### src/rtl/hmc_ctrl_pkg.sv
// Shared types and constants for the HMC controller's link-level blocks.
package hmc_ctrl_pkg;

    // Arbiter state: waiting to pick a requester, or holding a packet grant.
    typedef enum logic {
        IDLE  = 1'b0,
        GRANT = 1'b1
    } arb_state_e;

    // Longest legal packet in flits.
    localparam int MAX_PKT_FLITS = 9;

    // Default width of the HMC input-buffer token counter.
    localparam int HMC_TOKEN_W = 10;

    typedef logic [HMC_TOKEN_W-1:0] hmc_tokens_t;

endpackage

### src/rtl/hmc_tx_token_arbiter_rr_pick.sv
// Round-robin priority encoder: the first set request at or after ptr,
// wrapping modulo N, returned both one-hot and as an index.
module rr_pick #(
    parameter int N     = 4,
    parameter int PTR_W = (N > 1) ? $clog2(N) : 1
) (
    input  logic [N-1:0]     req,
    input  logic [PTR_W-1:0] ptr,
    output logic [N-1:0]     gnt,
    output logic [PTR_W-1:0] idx,
    output logic             valid
);

    int pos;

    // Walk the requests starting at ptr; the first hit wins.
    always_comb begin
        // NOTE: every output gets a default before any branch so no latch is inferred.
        gnt   = '0;
        idx   = '0;
        valid = 1'b0;
        pos   = 0;
        for (int k = 0; k < N; k++) begin
            pos = (int'(ptr) + k) % N;
            if (!valid && req[pos[PTR_W-1:0]]) begin
                valid                 = 1'b1;
                gnt[pos[PTR_W-1:0]]   = 1'b1;
                idx                   = pos[PTR_W-1:0];
            end
        end
    end

endmodule

### src/rtl/hmc_tx_token_arbiter.sv
// Shares the HMC TX link between requesters: round-robin selection, grant
// held for a whole packet, and each grant gated on input-buffer token credit.
module hmc_tx_token_arbiter
    import hmc_ctrl_pkg::*;
#(
    parameter int NUM_REQ            = 4,
    parameter int LOG_MAX_HMC_TOKENS = HMC_TOKEN_W,
    parameter int LEN_W              = 4
) (
    input  logic                          clk_hmc,
    input  logic                          rst,
    input  logic                          link_up,
    input  logic                          tokens_load,
    input  logic [LOG_MAX_HMC_TOKENS-1:0] tokens_init,
    input  logic [NUM_REQ-1:0]            req_valid,
    input  logic [NUM_REQ*LEN_W-1:0]      req_len,
    input  logic                          beat_valid,
    input  logic                          beat_last,
    input  logic                          tx_ready,
    input  logic                          tret_valid,
    input  logic [LOG_MAX_HMC_TOKENS-1:0] tret_tokens,
    output logic [NUM_REQ-1:0]            grant,
    output logic                          busy,
    output logic [LOG_MAX_HMC_TOKENS-1:0] tokens_avail,
    output logic                          token_ovf_err
);

    localparam int PTR_W = (NUM_REQ > 1) ? $clog2(NUM_REQ) : 1;
    localparam int TOK_W = LOG_MAX_HMC_TOKENS;
    localparam logic [TOK_W:0] TOK_MAX = {1'b0, {TOK_W{1'b1}}};

    arb_state_e         state_q, state_d;
    logic [NUM_REQ-1:0] grant_q, grant_d;
    logic [TOK_W-1:0]   tokens_q, tokens_d;
    logic               ovf_q, ovf_d;
    logic [PTR_W-1:0]   rr_ptr_q, rr_ptr_d;

    logic [NUM_REQ-1:0] sel_onehot;
    logic [PTR_W-1:0]   sel_idx;
    logic               sel_valid;
    logic [LEN_W-1:0]   sel_len_raw;
    logic [LEN_W-1:0]   sel_len;
    logic               grant_issue;
    logic               pkt_done;
    logic [TOK_W:0]     tok_sum;

    rr_pick #(
        .N     (NUM_REQ),
        .PTR_W (PTR_W)
    ) u_rr_pick (
        .req   (req_valid),
        .ptr   (rr_ptr_q),
        .gnt   (sel_onehot),
        .idx   (sel_idx),
        .valid (sel_valid)
    );

    // A zero length is illegal; treat it as one flit so credit still moves.
    assign sel_len_raw = req_len[sel_idx*LEN_W +: LEN_W];
    assign sel_len     = (sel_len_raw == '0) ? LEN_W'(1) : sel_len_raw;

    // Credit check uses the registered count, before this cycle's return.
    // The selected requester is never bypassed, so a long packet cannot starve.
    assign grant_issue = (state_q == IDLE) && link_up && sel_valid && !tokens_load
                         && ((TOK_W+1)'(sel_len) <= {1'b0, tokens_q});
    assign pkt_done    = (state_q == GRANT) && beat_valid && tx_ready && beat_last;

    // Arbiter next state: grant on an eligible IDLE cycle, release on the last beat.
    always_comb begin
        state_d  = state_q;
        grant_d  = grant_q;
        rr_ptr_d = rr_ptr_q;
        case (state_q)
            IDLE: begin
                if (grant_issue) begin
                    state_d  = GRANT;
                    grant_d  = sel_onehot;
                    rr_ptr_d = (sel_idx == PTR_W'(NUM_REQ-1)) ? '0 : sel_idx + 1'b1;
                end
            end
            GRANT: begin
                if (pkt_done) begin
                    state_d = IDLE;
                    grant_d = '0;
                end
            end
            default: begin
                state_d = IDLE;
                grant_d = '0;
            end
        endcase
    end

    // Token credit: add returns, debit grants, saturate with a sticky error;
    // a load replaces the count outright and discards that cycle's return.
    always_comb begin
        tokens_d = tokens_q;
        ovf_d    = ovf_q;
        tok_sum  = {1'b0, tokens_q}
                   + (tret_valid  ? {1'b0, tret_tokens}  : '0)
                   - (grant_issue ? (TOK_W+1)'(sel_len) : '0);
        if (tokens_load) begin
            tokens_d = tokens_init;
        end else if (tok_sum > TOK_MAX) begin
            tokens_d = '1;
            ovf_d    = 1'b1;
        end else begin
            tokens_d = tok_sum[TOK_W-1:0];
        end
    end

    // State registers with synchronous reset; reset mid-packet drops everything.
    always_ff @(posedge clk_hmc) begin
        // NOTE: non-blocking assignments so every flop samples pre-edge values.
        if (rst) begin
            state_q  <= IDLE;
            grant_q  <= '0;
            tokens_q <= '0;
            ovf_q    <= 1'b0;
            rr_ptr_q <= '0;
        end else begin
            state_q  <= state_d;
            grant_q  <= grant_d;
            tokens_q <= tokens_d;
            ovf_q    <= ovf_d;
            rr_ptr_q <= rr_ptr_d;
        end
    end

    assign grant         = grant_q;
    assign busy          = (state_q == GRANT);
    assign tokens_avail  = tokens_q;
    assign token_ovf_err = ovf_q;

    // Granted packet lengths must be legal.
    a_len_legal : assert property (@(posedge clk_hmc) disable iff (rst)
        grant_issue |-> (sel_len_raw != '0) && (int'(sel_len_raw) <= MAX_PKT_FLITS));

endmodule

### config.mk
export PLATFORM = sky130hd
export DESIGN_NAME = hmc_tx_token_arbiter
export DESIGN_NICKNAME = d
export VERILOG_FILES = /design/src/rtl/hmc_ctrl_pkg.sv /design/src/rtl/hmc_tx_token_arbiter_rr_pick.sv /design/src/rtl/hmc_tx_token_arbiter.sv
export SDC_FILE = /design/constraint.sdc
export NUM_CORES = 1
export LEC_CHECK = 0
export ABC_AREA = 0
export CAP_MARGIN = 25
export CORE_MARGIN = 4
export CORE_UTILIZATION = 50
export CTS_BUF_LIST = sky130_fd_sc_hd__clkbuf_8
export DETAILED_ROUTE_END_ITERATION = 8
export PLACE_DENSITY = 0.89
export SYNTH_ARGS = -nofsm -noshare
export SYNTH_HDL_FRONTEND = slang
export SYNTH_SLANG_ARGS = --single-unit
### constraint.sdc
create_clock -name clk_hmc -period 10.4 [get_ports clk_hmc]
set_input_delay 3.12 -clock clk_hmc [delete_from_list [all_inputs] [get_ports clk_hmc]]
set_output_delay 3.12 -clock clk_hmc [all_outputs]
set_load 0.01 [all_outputs]
==> reports/metrics.yaml, run 1 <==
synth-seq-area-share_pct: 16.6
grt_antenna_before_repair: 0
timing.max_slew.rel_slack_pct: 53.3
most_instantiated_logic_cell_after_routing: "clkdlybuf4s50_1"
critical_path.cell_chain: "clkdlybuf4s50_1, a21boi_1, o221ai_1, a21oi_4, mux2_2, nor2_1, a21oi_1, ha_1, nor2b_1, o21ai_0, nand2b_1, a21oi_1, o221a_2, nand2_1, fa_1, inv_1, fa_1, nor2b_1, o21a_1, o21a_1, o41ai_2, o311a_1, nor3_4, a311oi_1"
power_per_cell_area_nw_per_um2: 163
htreeDepth: 1
worstSetupStartpointType: "primary input"
clkTransAtPathRegs_ps: 70
area_delta_synth_final_pct: 31.2
share_of_async_settable_or_async_resettable_flops_after_synthesis_pct: 0
critPathBufInv: 2
p_leak_nw: 1.21
postSynthAreaPerCell_um2: 8.38
max_freq_ghz: 0.111
enable_flop_cells: 0
layout_top_cells_excl_fill_tap: "clkdlybuf4s50_1 (63), inv_1 (34), ha_1 (27)"
post_synthesis_instance_area_um2: 2170
wire_length_of_the_first_global_routing_pass_um: 9450
peakVddDrop_uv: 136
worst_path_top_cell_family_by_delay: "AND-OR/OR-AND gates"
drt_drc_violations_left: 0
detail_route.wl_per_cell_um: 15.8
yosys-stat-area_um2: 2170
max-clock-path-buffers: 2
post_drt_via_cell_ratio: 5.77
global_route_total_overflow: 0
drt.antenna.violating_nets: 0
clockRootBuffer: "clkbuf_8"
die_w_um: 73.9
drv.max_cap_violation_count: 0
critPathMaxFanout: 15
setup_viol: 0
drt_first_iter_violations: 82
synthesis.instances: 259
io_pins: 64
worst_slew_pin_slew_ps: 698
final_net_count: 394
cp_data_arrival_time_ps: 9110
synth.yosys.num_cells: 259
ys_types: 55
fp_util_pct: 53.1
time_the_final_worst_path_needs_with_i_o_delays_and_setup_ps: 9000
yosys_most_used_dff: "dfxtp_1"
placeableCoreArea_um2: 4090
synth_warnings: 0
outcome: "complete, no violations"
mappedNetlistNets: 338
final_core_util_pct: 69.7
detailedRoute.firstPassIterationCount: 4
## run 1: per-stage QoR
stage / setup WS (ps) / instance area, µm² / instances / hold WS [ps]
finish: 1400 / 2850 / 364 / 454
global route: 1050 / 2850 / 364 / 486
CTS: 1480 / 2850 / 364 / 459
detailed placement: 1310 / 2790 / 360 / 445
global placement: 1530 / 2790 / 360 / 439
floorplan: 2240 / 2170 / 259 / 470
## run 1: kinds of logic after synthesis
family / count (synthesis) / share of synthesized area, %
AND/OR/NAND/NOR: 71 / 16.9
AND-OR/OR-AND: 62 / 22.8
buffers and inverters: 48 / 9.51
adder cells (fa/ha/maj): 31 / 19.3
multiplexers: 21 / 11.6
flip-flops: 18 / 16.6
XOR/XNOR: 8 / 3.23
## run 1: routing by layer
metal  vias to the layer above  GRT usage [%]  part of all wire (%)
li1                       1024              -                     -
met1                       987           26.1                    41
met2                        73           38.3                    50
met3                        18           3.83                   6.2
met4                         0           6.24                   2.6
met5                         -              0                     0
## run 1: area by class of cell
class | count | area [µm²]
clock buffer | 4 | 55.1
tap | 50 | 62.6
sequential | 18 | 360
inverter | 36 | 135
fill | 332 | 1240
multi-input combinational | 193 | 1600
timing repair buffer | 63 | 631
## run 1: Yosys cell counts, types with 3 or more instances
cell type / count / area, µm²
a21oi_1: 14 / 70.1
a22o_1: 4 / 35.0
a311oi_1: 11 / 96.3
and2_1: 3 / 18.8
buf_2: 3 / 15.0
clkbuf_1: 3 / 11.3
dfxtp_1: 18 / 360
fa_1: 4 / 80.1
ha_1: 27 / 338
inv_1: 34 / 128
mux2_4: 3 / 45.0
mux2i_1: 14 / 140
nand2_1: 19 / 71.3
nand2b_1: 3 / 18.8
nand4_1: 4 / 25.0
nor2_1: 22 / 82.6
nor2b_1: 7 / 43.8
nor3_1: 3 / 15.0
nor3b_1: 3 / 22.5
o21a_1: 6 / 45.0
o21ai_0: 5 / 25.0
xnor2_1: 5 / 43.8
xor2_1: 3 / 26.3
## run 1: worst register-to-register path, delay by kind of cell, from the launching register on
kind	cells	cell delay (ps)
flip-flops	1	710
buffers and inverters	2	330
AND-OR/OR-AND	12	2500
multiplexers	1	380
adder cells (fa/ha/maj)	4	1840
AND/OR/NAND/NOR	6	1020
## run 1: report_power, final
| part | switching (mW) | internal, mW | total, mW |
|---|---|---|---|
| registers | 0.0130 | 0.0819 | 0.0948 |
| logic | 0.161 | 0.149 | 0.310 |
| clock network | 0.0248 | 0.0337 | 0.0584 |
| total | 0.198 | 0.265 | 0.463 |
## run 1: flip-flops by register name, summed over array words and instances (netlist names)
signal,count
busy,1
tokens_avail,10
rr_ptr_q,2
grant,4
token_ovf_err,1
## run 1: final timing paths
check / start / slack [ps] / to / cells after the start
max reg2reg: rr_ptr_q[0] / 3460 / tokens_avail[7] / 25
max: req_valid[0] / 1400 / tokens_avail[7] / 24
min reg2reg: token_ovf_err / 450 / token_ovf_err / 2
min: token_ovf_err / 450 / token_ovf_err / 2
**Run 1: clock distribution**

(6 px per µm)
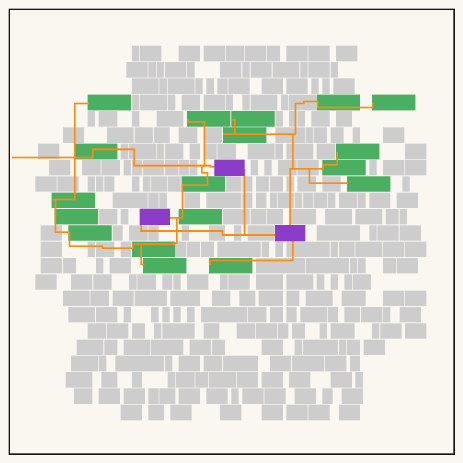
[green] flip-flops | count: 18
[orange] clock wires | length: 255 µm
[purple] clock drivers | count: 3
routed clock nets	4

**Run 1: met2 routing**

(6 px per µm) Cells faint in the background.
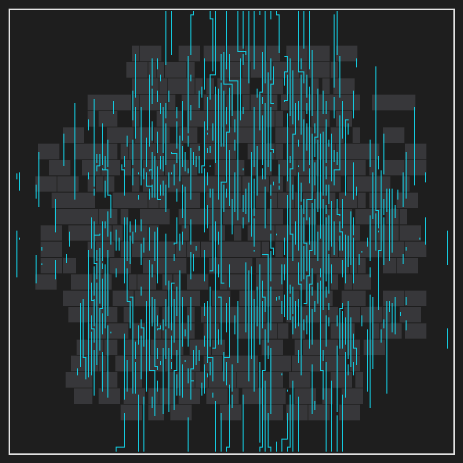
longest straight run	24.0 µm
wire length on this layer	2860 µm
share of all routed wire	50%
main direction	vertical
final WL: 5760 µm
total vias in the final route: 2102
met2 routing resource usage after global routing: 38.3%

**Run 1: clock routing**

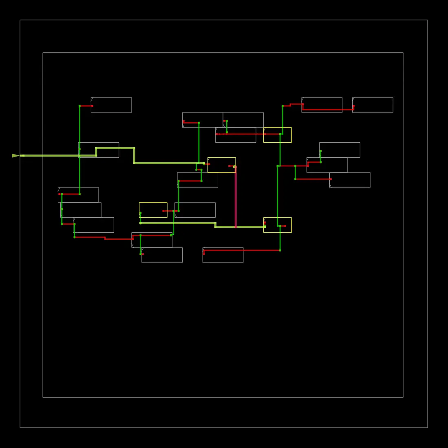
Clock Skew: 4.70 ps
Clk power: 0.0584 mW

**Run 1: wires at chosen ports, followed through buffers**

(4 px per µm)
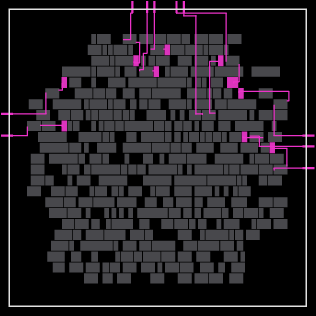
colour	port	bits	direction	edge	end cells	wire
magenta	`tokens_init`	10	input	5 north, 3 east, 2 west	10	220 µm

==> inputs of run 2 (changes only) <==
--- a/config.mk
+++ b/config.mk
@@ -7,7 +7,6 @@
 export LEC_CHECK = 0
 export ABC_AREA = 0
 export CAP_MARGIN = 25
-export CORE_MARGIN = 4
 export CORE_UTILIZATION = 50
 export CTS_BUF_LIST = sky130_fd_sc_hd__clkbuf_8
 export DETAILED_ROUTE_END_ITERATION = 8
**Run 2: clock routing**

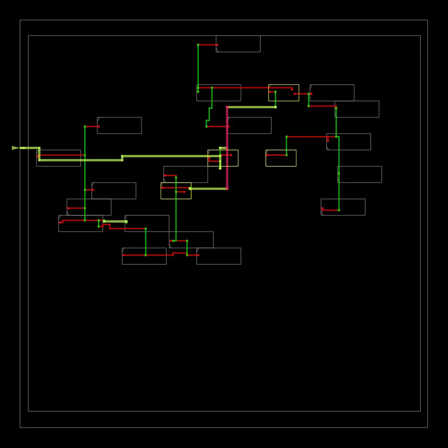
clock buf count: 4
total clock buffers created by CTS: 3
Clk power: 0.0593 mW
clock net sink count: 18

==> reports/metrics.yaml, run 2 <==
clkTransAtPathRegs_ps: 70
enable_flop_cells: 0
synthesis.instances: 259
wire_length_of_the_first_global_routing_pass_um: 8740
setup_viol: 0
die_w_um: 67.9
route.vias.total: 2065
crit-reg2reg-capture: "tokens_avail[5]"
final.setup_skew_ps: 2.02
final_core_util_pct: 69.7
share_clk_of_total_power_pct: 12.8
worst_r2r_src: "rr_ptr_q[0]"
post_drt_via_cell_ratio: 5.67
synth_largest_type_area_fraction_pct: 16.6
critical_path.endpoint: "tokens_avail[5]"
io_pins: 64
rrSetupSlack_ps: 3520
share_of_async_settable_or_async_resettable_flops_after_synthesis_pct: 0
yosys_most_used_dff: "dfxtp_1"
critical_path.startpoint: "req_valid[0]"
max-clock-path-buffers: 2
critPathMaxFanout: 15
drt_first_iter_violations: 95
largest_register_ff_count: 10
yosys-stat-area_um2: 2170
outcome: "complete, no violations"
most_instantiated_logic_cell_after_routing: "clkdlybuf4s50_1"
p_int_mw: 0.265
synth.yosys.num_cells: 259
grt_antenna_before_repair: 0
run 2: cell counts after synthesis:
Identical to the previous run, type by type.
run 2: how the worst min path moves through the flow:
stage,from,to,slack [ps]
2_1_floorplan,token_ovf_err,token_ovf_err,470
3_3_place_gp,token_ovf_err,token_ovf_err,440
3_5_place_dp,token_ovf_err,token_ovf_err,440
4_1_cts,token_ovf_err,token_ovf_err,460
5_1_grt,token_ovf_err,token_ovf_err,470
6_report,token_ovf_err,token_ovf_err,450
run 2: routing by layer:
metal	global-route usage [%]	vias to the layer above	wire length (µm)
met4	5.99	0	86
met5	0	-	0
met3	5.00	11	274
li1	-	1026	-
met2	44.4	61	2700
met1	30.4	967	2390
run 2: area by class of cell:
class,instances,area (µm²)
Fill cell,324,1240
Timing Repair Buffer,63,631
Clock buffer,4,55.1
Inverter,36,135
Tap cell,50,62.6
Multi-Input combinational cell,193,1600
Sequential cell,18,360
run 2: critical path, cell delays in order:
cell and delay (ps):
clkdlybuf4s50_1 650, a21boi_1 220, o221ai_1 170, a21oi_4 380, mux2_2 380, nor2_1 110
a21oi_1 80, ha_1 320, nor2b_1 130, o21ai_0 140, nand2b_1 70, a21oi_1 150
o221a_2 390, nand2_1 130, fa_1 550, inv_1 70, fa_1 450, nor2b_1 130
o21a_1 140, o21a_1 170, o41ai_2 90, o311a_1 350, nor3_4 430, a311oi_1 170
run 2: cell families after synthesis:
group	count (synthesis)	share of synthesized area (%)
XOR/XNOR	8	3.23
buffers and inverters	48	9.51
AND/OR/NAND/NOR	71	16.9
adder cells (fa/ha/maj)	31	19.3
AND-OR/OR-AND	62	22.8
flip-flops	18	16.6
multiplexers	21	11.6
run 2: per-stage QoR:
stage / instance area (µm²) / power [mW] / setup slack, ps / hold slack [ps] / cells
after floorplan: 2170 / 0.314 / 2240 / 470 / 259
after global placement: 2790 / 0.387 / 1530 / 440 / 360
after detailed placement: 2790 / 0.395 / 1330 / 441 / 360
after CTS: 2850 / 0.459 / 1570 / 456 / 364
after global routing: 2850 / 0.499 / 1180 / 467 / 364
final: 2850 / 0.464 / 1540 / 452 / 364
run 2: power by group through the flow:
| stage | Sequential (mW) | Combinational (mW) | Clock [mW] |
|---|---|---|---|
| 2_1_floorplan | 0.0972 | 0.217 | 0 |
| 3_3_place_gp | 0.0958 | 0.291 | 0 |
| 3_5_place_dp | 0.0962 | 0.299 | 0 |
| 4_1_cts | 0.0947 | 0.306 | 0.0583 |
| 5_1_grt | 0.0965 | 0.341 | 0.0613 |
| 6_report | 0.0947 | 0.310 | 0.0593 |
Power and IR drop assume default switching activity.
